===== config.mk =====
export PLATFORM = sky130hd
export DESIGN_NAME = edge_event_arbiter
export DESIGN_NICKNAME = d
export VERILOG_FILES = /design/src/rtl/edge_evt_pkg.sv /design/src/rtl/edge_chan.sv /design/src/rtl/edge_event_arbiter.sv
export SDC_FILE = /design/constraint.sdc
export NUM_CORES = 1
export LEC_CHECK = 0
export CAP_MARGIN = 20
export CORE_MARGIN = 8
export CORE_UTILIZATION = 30
export CTS_BUF_LIST = sky130_fd_sc_hd__clkbuf_8
export DETAILED_ROUTE_END_ITERATION = 16
export HOLD_SLACK_MARGIN = 0.06
export MAX_ROUTING_LAYER = met4
export SLEW_MARGIN = 20
export SYNTH_ARGS = -nofsm -noshare
export SYNTH_HDL_FRONTEND = slang
export SYNTH_SLANG_ARGS = --single-unit
export TNS_END_PERCENT = 5

===== constraint.sdc =====
create_clock -name clk -period 5.2 [get_ports clk]
set_input_delay 0.52 -clock clk [delete_from_list [all_inputs] [get_ports clk]]
set_output_delay 0.52 -clock clk [all_outputs]
set_load 0.05 [all_outputs]

===== src/rtl/edge_evt_pkg.sv =====
// edge_evt_pkg: shared mode constants and arbiter FSM state encoding
package edge_evt_pkg;
  localparam logic [1:0] MODE_OFF  = 2'b00;
  localparam logic [1:0] MODE_RISE = 2'b01;
  localparam logic [1:0] MODE_FALL = 2'b10;
  localparam logic [1:0] MODE_BOTH = 2'b11;
  typedef enum logic {ST_IDLE, ST_OFFER} state_t;
endpackage


===== src/rtl/edge_chan.sv =====
// edge_chan: one channel edge detector with pending/etype hold (overflow flag when EDGE_EVT_OVERFLOW_EN)
module edge_chan
  import edge_evt_pkg::*;
(
  input  logic       clk,
  input  logic       rst,
  input  logic       d,
  input  logic [1:0] mode,
  input  logic       grant_clr,
  output logic       pending,
  output logic       etype
`ifdef EDGE_EVT_OVERFLOW_EN
  ,
  input  logic       ovf_clr,
  output logic       overflow
`endif
);
  logic prev;
  logic edge_det;
  logic qual;
  logic kill;
  // qualify the edge against the mode; an edge while off discards the pending event
  always_comb begin
    edge_det = d != prev;
    qual = edge_det && (d ? (mode == MODE_RISE || mode == MODE_BOTH) : (mode == MODE_FALL || mode == MODE_BOTH));
    kill = edge_det && mode == MODE_OFF;
  end
  // a new qualified edge beats a same-cycle grant clear
  always_ff @(posedge clk) begin
    if (rst) begin
      prev <= 1'b0;
      pending <= 1'b0;
      etype <= 1'b0;
    end else begin
      prev <= d;
      pending <= qual || (pending && !grant_clr && !kill);
      if (qual) etype <= d;
    end
  end
`ifdef EDGE_EVT_OVERFLOW_EN
  // sticky lost-event flag; a new loss beats a same-cycle clear
  always_ff @(posedge clk) begin
    if (rst) overflow <= 1'b0;
    else overflow <= (qual && pending && !grant_clr) || (overflow && !ovf_clr);
  end
`endif
endmodule


===== src/rtl/edge_event_arbiter.sv =====
// edge_event_arbiter: N-channel edge detector with round-robin valid/ready event output (optional EDGE_EVT_OVERFLOW_EN)
module edge_event_arbiter
  import edge_evt_pkg::*;
#(
  parameter int N = 4,
  parameter int IDW = $clog2(N)
) (
  input  logic           clk,
  input  logic           rst,
  input  logic [N-1:0]   data_in,
  input  logic [2*N-1:0] mode,
  output logic           evt_valid,
  input  logic           evt_ready,
  output logic [IDW-1:0] evt_id,
  output logic           evt_edge,
  output logic [N-1:0]   pending
`ifdef EDGE_EVT_OVERFLOW_EN
  ,
  output logic [N-1:0]   overflow,
  input  logic [N-1:0]   ovf_clr
`endif
);
  state_t state;
  logic [IDW-1:0] ptr;
  logic [IDW-1:0] nxt_ptr;
  logic [IDW-1:0] base;
  logic [IDW-1:0] idx;
  logic [IDW-1:0] sel;
  logic [N-1:0] etype;
  logic [N-1:0] grant;
  logic found;
  logic load;
  for (genvar i = 0; i < N; i++) begin : g_chan
    edge_chan u_chan (
      .clk(clk),
      .rst(rst),
      .d(data_in[i]),
      .mode(mode[2*i +: 2]),
      .grant_clr(grant[i]),
      .pending(pending[i]),
      .etype(etype[i])
`ifdef EDGE_EVT_OVERFLOW_EN
      ,
      .ovf_clr(ovf_clr[i]),
      .overflow(overflow[i])
`endif
    );
  end
  // round-robin pick: first pending channel at or after the search base, wrapping
  always_comb begin
    nxt_ptr = (evt_id == IDW'(N - 1)) ? '0 : evt_id + IDW'(1);
    base = (state == ST_OFFER) ? nxt_ptr : ptr;
    idx = '0;
    sel = '0;
    found = 1'b0;
    for (int k = N - 1; k >= 0; k--) begin
      idx = IDW'((int'(base) + k) % N);
      if (pending[idx]) begin
        sel = idx;
        found = 1'b1;
      end
    end
    load = found && (state == ST_IDLE || evt_ready);
    grant = load ? (N'(1) << sel) : '0;
  end
  // offer FSM: load in IDLE or on acceptance, hold while the consumer stalls
  always_ff @(posedge clk) begin
    if (rst) begin
      state <= ST_IDLE;
      ptr <= '0;
      evt_valid <= 1'b0;
      evt_id <= '0;
      evt_edge <= 1'b0;
    end else begin
      if (state == ST_OFFER && evt_ready) ptr <= nxt_ptr;
      if (load) begin
        evt_id <= sel;
        evt_edge <= etype[sel];
      end
      evt_valid <= load || (state == ST_OFFER && !evt_ready);
      state <= (load || (state == ST_OFFER && !evt_ready)) ? ST_OFFER : ST_IDLE;
    end
  end
endmodule


**Clock routing**

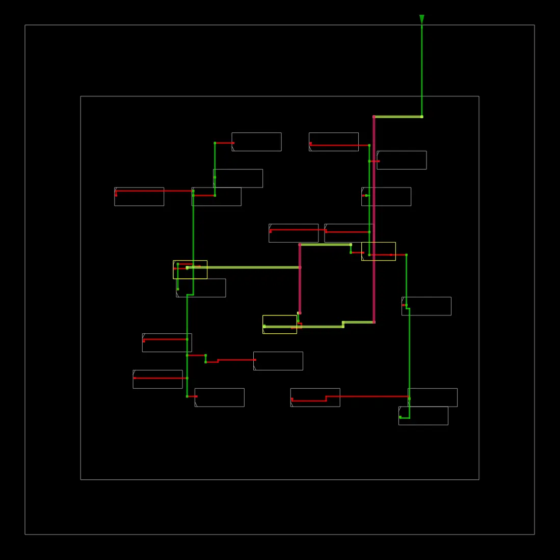
clock buffers: 3
CTS Buf Count: 3
number of flip-flops and latches: 18

**M1 wires**

Supply wires on this layer in gray.
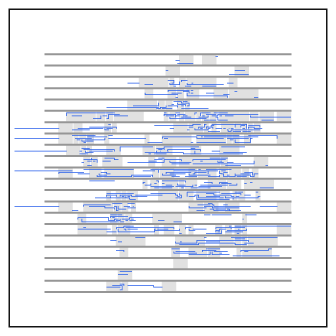
share of all routed wire = 46%
main direction = horizontal
nets with wire on the layer = 149
longest straight run = 14.7 um
wire length on this layer = 1270 um
met1 Resource Use GR: 0.128
total wire length: 2.75 mm
total number of vias: 1036

**Cell classes on the final placement**

The bar under the picture is 20 um long.
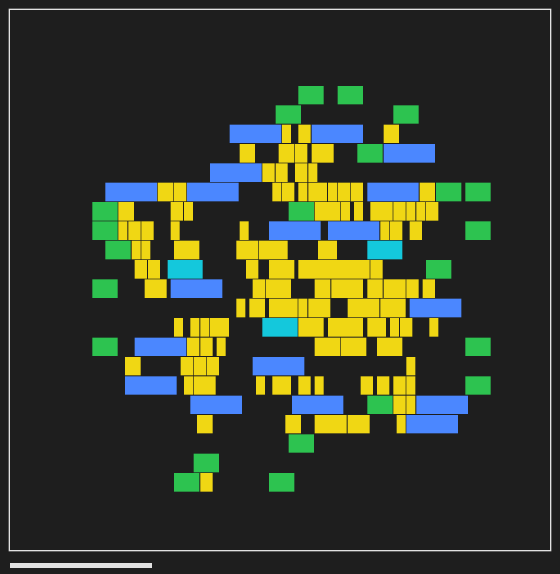
green -> remaining buffers and delay cells  # cells 22
blue -> registers  # cells 18
cyan -> clock-net drivers  # cells 3
yellow -> remaining logic cells  # cells 107
placement row count: 21
Final Util: 0.397
placeable core region: 0.00339 mm2
fraction of area in registers: 0.268
final standard cell area without fillers: 0.00135 mm2

**Sizing map**

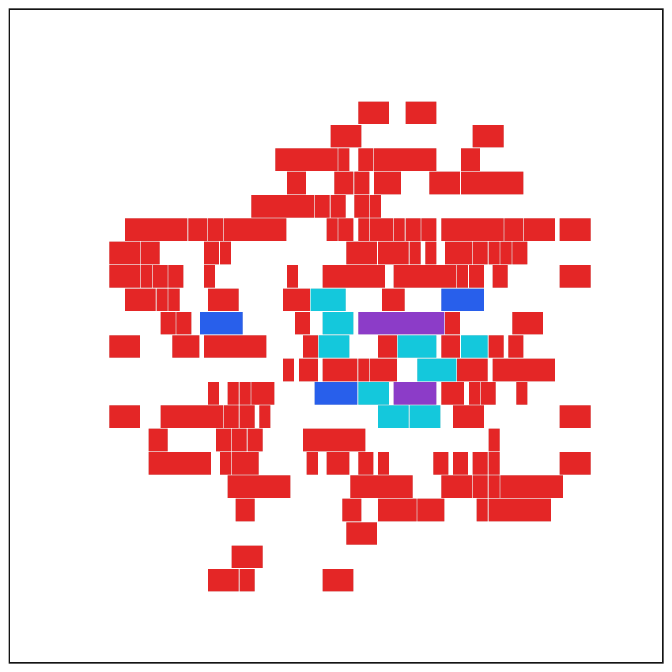
blue -> x6 and larger  # cells 3, share 2.0%
red -> x1 and smaller  # cells 136, share 91%
purple -> x3 and x4  # cells 2, share 1.3%
cyan -> x2  # cells 9, share 6.0%
fin worst setup slack: 2.83 ns
Non-clock buffers: 22

**Clock network drawn from the DEF**

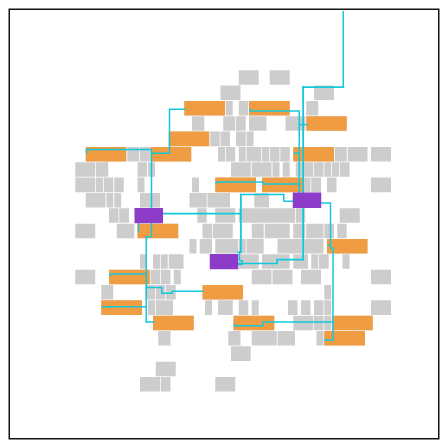
cyan -> clock wires  # length 299 um
orange -> flip-flops  # count 18
purple -> clock-net drivers  # count 3
routed clock nets = 4
Insertion Delay late pin: 0.26 ns
share of total power in the clock network: 0.224

==> reports/notes.md <==
The run finished with clean final reports. The cell that appears most often on the critical path is nor3_2. The run gives 22 for the port buffer count.

The well-tap cell count came out at 46. The run gives 0.456 for the share of the clock period used by the worst path. The type of origin of the critical path is a flop. Post-synth the commonest register cell is dfxtp_1. 23 I/O pins were placed. The worst slack at placement was 2.87 ns. Most frequently placed logic cell in the final layout: clkdlybuf4s50_1. In the final layout, the multi-input gates occupy 636 um2.

The tools report the combinational fraction of design power as 0.375. In the setup report, the worst path falls into the class flop to flop. The max-cap violation count is 0. The largest single stage delay on the critical path is 0.44 ns. With the detailed placement HPWL at 2.06 mm, the count of inverters other than clock inverters in the layout is 8.

Slew at the pin with the worst max-slew slack: 0.670 ns. Via count normalized by instance count: 5.29. The tools report the root buffer selected by CTS as clkbuf_8. The timing-limited maximum frequency was 422 MHz. The maximum buffer depth of the clock tree is 2, and the number of clock sinks seen by CTS is 18. After layout, the setup clock skew is reported as 0.00198 ns. For the worst reg-to-reg path, the endpoint reported by OpenROAD is evt_edge$_SDFFE_PP0P_.

The logs give 0 for the count of nets left with antenna violations after detail routing and 360 um2 for the area taken by flip-flops and latches.
Power figures rest on the tool's default switching activity, not on a simulated workload.
